<file path="src/rtl/decomp_pkg.sv">
// Shared definitions for the RLE image decompressor.
//   - state_e : decompressor FSM states
//   - PixOff / PixOnDefault : pixel byte values for clear / set pixels
//   - ValueBit, RunMsb, RunLsb, RunW : field layout of a compressed word
//       bit 15 = pixel value, bits 14:0 = run length
package decomp_pkg;

    typedef enum logic [1:0] {
        StIdle,
        StFetch,
        StExpand,
        StDone
    } state_e;

    localparam logic [7:0] PixOff       = 8'h00;
    localparam logic [7:0] PixOnDefault = 8'hFF;

    localparam int unsigned ValueBit = 15;
    localparam int unsigned RunMsb   = 14;
    localparam int unsigned RunLsb   = 0;
    localparam int unsigned RunW     = RunMsb - RunLsb + 1;

endpackage

</file>
<file path="src/rtl/rle_run_counter.sv">
// Run and pixel counters for the RLE decompressor.
// Ports:
//   clk, RST     - clock, synchronous active-high reset
//   clearCount   - restart pixel count for a new image
//   loadRun      - latch runIn as the writes left in the current word
//   runIn        - run length of the accepted word
//   step         - one pixel written this cycle
//   lastPixel    - current write ends the word or the image
//   imageLast    - current write is pixel IMG_PIXELS-1
//   truncating   - current write ends the image while the word still has pixels left
module rle_run_counter
    import decomp_pkg::*;
#(
    parameter int unsigned IMG_PIXELS = 784
) (
    input  logic            clk,
    input  logic            RST,
    input  logic            clearCount,
    input  logic            loadRun,
    input  logic [RunW-1:0] runIn,
    input  logic            step,
    output logic            lastPixel,
    output logic            imageLast,
    output logic            truncating
);

    localparam logic [15:0]     LastIdx = 16'(IMG_PIXELS - 1);
    localparam logic [RunW-1:0] RunOne  = RunW'(1);

    logic [RunW-1:0] runLeft;
    logic [15:0]     pixCount;

    always_ff @(posedge clk) begin
        if (RST) begin
            runLeft  <= '0;
            pixCount <= '0;
        end else begin
            if (clearCount) begin
                pixCount <= '0;
            end else if (step) begin
                pixCount <= pixCount + 16'd1;
            end
            if (loadRun) begin
                runLeft <= runIn;
            end else if (step) begin
                runLeft <= runLeft - RunOne;
            end
        end
    end

    assign imageLast  = (pixCount == LastIdx);
    assign lastPixel  = (runLeft == RunOne) || imageLast;
    assign truncating = imageLast && (runLeft != RunOne);

endmodule

</file>
<file path="src/rtl/rle_decompressor.sv">
// RLE image decompressor: expands 16-bit run words into one pixel byte per cycle
// written to RAM starting at IMAGE_BASE, until IMG_PIXELS pixels are written.
// Optional feature: define RLE_OVERFLOW_CHECK_EN to enable the sticky err flag
// (truncated run, or a non-empty word offered after the image is complete).
// Ports:
//   clk, RST    - clock, synchronous active-high reset
//   load, cnn   - load session active; cnn=1 means parameter load (block idle)
//   Din         - compressed word {value, run[14:0]}, qualified by din_valid
//   din_ready   - word accepted this cycle when din_valid=1
//   ramAddress, ramDataIn, writeSignal - RAM byte write port
//   done        - full image written
//   err         - sticky overflow flag (0 unless RLE_OVERFLOW_CHECK_EN)
module rle_decompressor
    import decomp_pkg::*;
#(
    parameter int unsigned IMG_PIXELS = 784,
    parameter logic [15:0] IMAGE_BASE = 16'h0000,
    parameter logic [7:0]  PIX_ONE    = PixOnDefault
) (
    input  logic        clk,
    input  logic        RST,
    input  logic        load,
    input  logic        cnn,
    input  logic [15:0] Din,
    input  logic        din_valid,
    output logic        din_ready,
    output logic [15:0] ramAddress,
    output logic [7:0]  ramDataIn,
    output logic        writeSignal,
    output logic        done,
    output logic        err
);

    state_e          state;
    logic [RunW-1:0] dinRun;
    logic            dinValue;
    logic            startImage;
    logic            acceptRun;
    logic            stepPix;
    logic            lastPixel;
    logic            imageLast;
    logic            truncating;

    assign dinRun     = Din[RunMsb:RunLsb];
    assign dinValue   = Din[ValueBit];
    assign startImage = (state == StIdle) && load && !cnn;
    assign acceptRun  = (state == StFetch) && load && din_valid && (dinRun != '0);
    // Every EXPAND cycle with load held is a write.
    assign stepPix    = (state == StExpand) && load;

    rle_run_counter #(
        .IMG_PIXELS(IMG_PIXELS)
    ) uRunCounter (
        .clk       (clk),
        .RST       (RST),
        .clearCount(startImage),
        .loadRun   (acceptRun),
        .runIn     (dinRun),
        .step      (stepPix),
        .lastPixel (lastPixel),
        .imageLast (imageLast),
        .truncating(truncating)
    );

    always_ff @(posedge clk) begin
        if (RST) begin
            state       <= StIdle;
            ramAddress  <= IMAGE_BASE;
            ramDataIn   <= PixOff;
            writeSignal <= 1'b0;
            din_ready   <= 1'b0;
            done        <= 1'b0;
        end else begin
            unique case (state)
                StIdle: begin
                    if (startImage) begin
                        state      <= StFetch;
                        ramAddress <= IMAGE_BASE;
                        din_ready  <= 1'b1;
                    end
                end
                StFetch: begin
                    if (!load) begin
                        state     <= StIdle;
                        din_ready <= 1'b0;
                    end else if (acceptRun) begin
                        // First pixel goes out the cycle after acceptance.
                        state       <= StExpand;
                        din_ready   <= 1'b0;
                        writeSignal <= 1'b1;
                        ramDataIn   <= dinValue ? PIX_ONE : PixOff;
                    end
                end
                StExpand: begin
                    if (!load) begin
                        state       <= StIdle;
                        writeSignal <= 1'b0;
                    end else begin
                        ramAddress <= ramAddress + 16'd1;
                        if (imageLast) begin
                            state       <= StDone;
                            writeSignal <= 1'b0;
                            done        <= 1'b1;
                        end else if (lastPixel) begin
                            state       <= StFetch;
                            writeSignal <= 1'b0;
                            din_ready   <= 1'b1;
                        end
                    end
                end
                StDone: begin
                    if (!load) begin
                        state <= StIdle;
                        done  <= 1'b0;
                    end
                end
                default: state <= StIdle;
            endcase
        end
    end

`ifdef RLE_OVERFLOW_CHECK_EN
    logic errQ;

    always_ff @(posedge clk) begin
        if (RST || startImage) begin
            errQ <= 1'b0;
        end else if ((stepPix && truncating) ||
                     ((state == StDone) && load && din_valid && (dinRun != '0))) begin
            errQ <= 1'b1;
        end
    end

    assign err = errQ;
`else
    logic unusedTrunc;
    assign unusedTrunc = truncating;
    assign err         = 1'b0;
`endif

endmodule
</file>
<file path="config.mk">
export PLATFORM = sky130hd
export DESIGN_NAME = rle_decompressor
export DESIGN_NICKNAME = d
export VERILOG_FILES = /design/src/rtl/decomp_pkg.sv /design/src/rtl/rle_run_counter.sv /design/src/rtl/rle_decompressor.sv
export SDC_FILE = /design/constraint.sdc
export NUM_CORES = 1
export LEC_CHECK = 0
export CORE_ASPECT_RATIO = 1.2
export CORE_MARGIN = 10
export CORE_UTILIZATION = 45
export CTS_CLUSTER_DIAMETER = 40
export DETAILED_ROUTE_END_ITERATION = 10
export HOLD_SLACK_MARGIN = 0.12
export PLACE_DENSITY = 0.73
export REMOVE_ABC_BUFFERS = 1
export SLEW_MARGIN = 20
export SYNTH_ARGS = -nofsm -noshare
export SYNTH_HDL_FRONTEND = slang
export SYNTH_SLANG_ARGS = --single-unit
</file>
<file path="constraint.sdc">
create_clock -name clk -period 1.8 [get_ports clk]
set_input_delay 0.18 -clock clk [delete_from_list [all_inputs] [get_ports clk]]
set_output_delay 0.18 -clock clk [all_outputs]
set_load 0.005 [all_outputs]
</file>
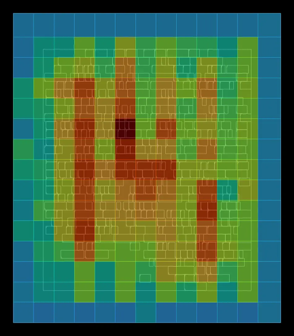
**Above:** track usage over the die.
met1 Use GR: 16.0%
grt met3 use: 4.37%
Final Util: 64.1%
wire per inst: 14.8 um

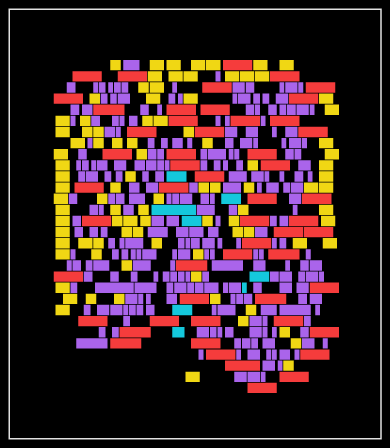
**Above:** cells colored by class.
[remaining logic cells] purple | cells: 249 | share of their area: 44%
[sequential cells] red | cells: 53 | share of their area: 30%
[remaining buffers and delay cells] yellow | cells: 93 | share of their area: 23%
[clock drivers and dummy loads] cyan | cells: 8 | share of their area: 3.1%

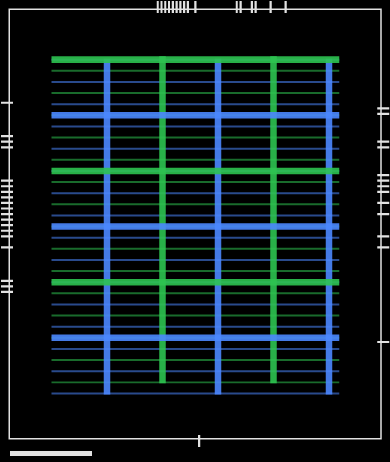
**Above:** power grid.
Scale bar: 20 um. Pins as bars on the die edge.
[VSS] blue
[VDD] green
rows: 30
signal pins: 49
met1 rails: 31
met5 straps: 6
met4 straps: 5

==> flow_metrics.py <==
# Physical implementation metrics
metrics = {
    "yosys": {
        "avgSynthCellArea_um2": 8.29,
        "synth_cells": 324,
        "synth_chip_area_um2": 2690,
        "syn_area_um2": 2690,
        "synth_stat.cells": 324,
        "numSynthFlops": 53,
        "synth-async-reset-ratio_pct": 0,
        "yosys_warnings": 0,
        "flop_cell": "dfxtp_1",
        "edf_count": 0,
    },
    "critical_path": {
        "path_buffers": 0,
        "worstPathRequired_ps": 2040,
        "slowest_stage": "or4_4",
        "cp_top_family": "simple AND/OR/NAND/NOR gates",
        "critical_path_arrival_ps": 2060,
        "crit_type": "register to register",
        "crit_top_cell": "or4_4",
        "max_stage_delay_ps": 570,
        "start_kind": "register",
        "path_max_fanout": 4,
    },
    "status": {
        "violations": "negative setup slack",
        "outcome": "complete, but fails checks",
    },
    "sta": {
        "rsz0062_at_grt": "true",
        "finalSetupViolCount": 1,
        "finalMaxSlewViolations": 0,
        "hold_viol_final": 0,
        "post-route-period-util_pct": 101,
        "worst_slack_ps": -22.6,
        "period_minus_slack_ps": 1820,
        "hold_ws_ps": 414,
    },
    "die": {
        "dieArea_um2": 9470,
        "fp_util_pct": 46.8,
        "coreArea_um2": 5740,
        "io_pins": 49,
        "std_cell_rows": 30,
        "die_width_um": 90.5,
    },
    "finish": {
        "drive_gt1_share_pct": 19.4,
        "syn2layout_area_growth_pct": 37.2,
        "nFillCells": 487,
        "stdcell_count": 483,
        "regArea_um2": 1070,
        "comb_area_um2": 1560,
        "n_antenna_cell": 0,
        "final_nets": 427,
    },
    "clock_tree": {
        "post_cts_resized": 0,
        "cts_hold_buf": 0,
        "cts_root_buffer": "clkbuf_8",
        "clockBufferDepth": 2,
        "cts_max_level": 2,
        "cts_sinks": 53,
        "cts_made_buffers": 5,
        "postCtsSetupBuffers": 0,
        "clk_pin_slew_ps": 100,
    },
    "placement": {
        "dp_hpwl_um": 5280,
        "globalplace.congestion": 0.880,
        "dpl_worst_slack_ps": -153,
        "portBuffers": 47,
        "placedCellCount": 470,
    },
    "power": {
        "p_seq_share_pct": 53.1,
        "ir_drop_v": 0.000384,
        "clkPwrFrac_pct": 36.3,
        "power.leakage_nw": 1.34,
        "largestPowerGroup": "registers",
        "comb_power_mw": 0.238,
        "p_per_area_nw_per_um2": 613,
        "power.internal_mw": 1.72,
        "power_frac_comb_pct": 10.5,
    },
    "global_route": {
        "use_met2_pct": 24.4,
        "grt_pass1_wl_um": 11500,
        "gr-usage-all-layers_pct": 14.0,
        "globalRouteOverflowTotal": 0,
        "grt_max_degree": 17,
        "antenna_found_initial": 0,
        "top_usage_layer": "met2",
    },
    "drt": {
        "routed_wl_um": 7130,
        "dr.first_iter.drc_count": 83,
        "remaining_drc_errors": 0,
        "viasPerCell": 5.42,
        "num_vias": 2619,
        "ant_nets": 0,
        "first_pass_iters": 4,
    },
    "min_path": {
        "hp-class": "input port to register",
    },
    "flow_run": {
        "tool_warnings": 27,
        "cap_violations": 0,
    },
}
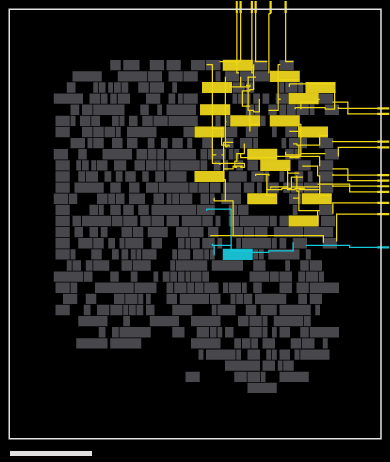
**Above:** port wiring.
Scale bar: 20 um.
[ramAddress] yellow | bits: 16 | direction: output | end cells: 16 | buffers: 16 | wire: 611 um
[din_ready] cyan | bits: 1 | direction: output | end cells: 1 | buffers: 1 | wire: 59.9 um

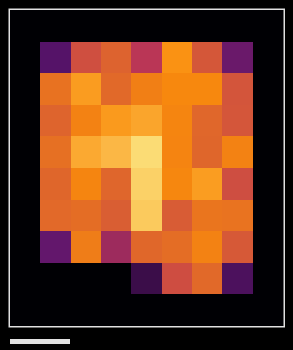
**Above:** cell area per tile.
Scale bar: 20 um. The die is cut into 9 by 10 equal tiles; black is low, pale yellow is high, 0 to 100% covered.
mean over tiles: 38%
tiles over 75% full: 11%
fullest tile: 92%
nearly empty tiles: 41%
emptiest ninth of the die: lower left

==> worst register-to-register path: stages (launching register included) <==
cell	delay, ps
dfxtp_2	340
or4_4	570
nor2b_4	150
nand2_2	70
or4_4	440
a31oi_4	180
==> routing by layer <==
metal / routed length, um / vias to the layer above
met5: 0 / -
met1: 3050 / 1234
met4: 87 / 0
met2: 3600 / 67
met3: 385 / 9
li1: - / 1309
==> synthesized netlist by cell type, drive strengths merged (5+ instances only) <==
master / instances / share of area [%]
dfxtp: 53 / 40
nor2: 42 / 6.0
nand2: 29 / 4.1
nand3: 25 / 4.7
xor2: 23 / 7.5
a21oi: 18 / 3.4
clkbuf: 12 / 1.7
buf: 10 / 2.6
a31oi: 9 / 2.1
nand4: 8 / 1.9
nor4: 8 / 2.8
inv: 7 / 0.98
nor3: 7 / 1.3
or4: 7 / 2.1
o21ai: 6 / 1.1
nor2b: 5 / 1.4
xnor2: 5 / 1.6
==> cells in the final DEF (no fill, tap or decap), types with 3 or more instances in the layout <==
master,instances
a2bb2oi_1,3
inv_1,7
or4_1,4
nand2_1,28
and4_1,4
and2_1,4
and3_1,4
clkbuf_8,5
nor3_1,6
nand3_1,25
nor2_1,41
nor2b_1,4
dfxtp_2,6
a31oi_1,8
o21ai_0,5
ha_1,3
nor4_2,3
or4_4,3
clkdlybuf4s50_1,47
xnor2_1,5
a21oi_1,18
nand4_1,8
nand4b_1,4
nor4_1,4
buf_4,46
xor2_1,23
dfxtp_1,46
==> final cells by class <==
| cell class | instances | area share [%] |
|---|---|---|
| clock inverters | 2 | 1.05 |
| well taps | 80 | 2.72 |
| repair buffers | 93 | 22.1 |
| flip-flops and latches | 53 | 29.1 |
| clock buffers | 6 | 1.97 |
| inverters | 7 | 0.713 |
| multi-input cells | 242 | 42.3 |
==> flip-flops by register name, summed over array words and instances (netlist names) <==
signal	count
din_ready	1
done	1
ramAddress	16
ramDataIn	1
state	2
uRunCounter.pixCount	16
uRunCounter.runLeft	15
writeSignal	1
==> path summary, 6_finish.rpt <==
| path | cells after the start | end | slack (ps) | from |
|---|---|---|---|---|
| worst max-delay path | 5 | uRunCounter.runLeft[12] | -20 | uRunCounter.runLeft[4] |
| worst min-delay path | 3 | ramDataIn[6] | 410 | Din[15] |
| worst max register to register | 5 | uRunCounter.runLeft[12] | -20 | uRunCounter.runLeft[4] |
| worst min register to register | 2 | uRunCounter.pixCount[1] | 480 | uRunCounter.pixCount[1] |
==> logic make-up after synthesis <==
group / count (synthesis) / share of synthesized area [%]
buffers and inverters: 29 / 5.27
XOR/XNOR: 28 / 9.13
AND/OR/NAND/NOR: 158 / 32.0
other: 1 / 0.140
flip-flops: 53 / 39.5
adder cells (fa/ha/maj): 4 / 1.86
AND-OR/OR-AND: 51 / 12.1
==> through the flow <==
step | cell area [um^2] | setup TNS, ps | power (mW)
5_1_grt | 3680 | -156 | 2.34
4_1_cts | 3570 | 0 | 2.26
6_report | 3680 | -22.6 | 2.26
2_1_floorplan | 2570 | -25180 | 1.31
3_3_place_gp | 3460 | -460 | 1.45
3_5_place_dp | 3460 | -941 | 1.46
Power and IR drop assume default switching activity.
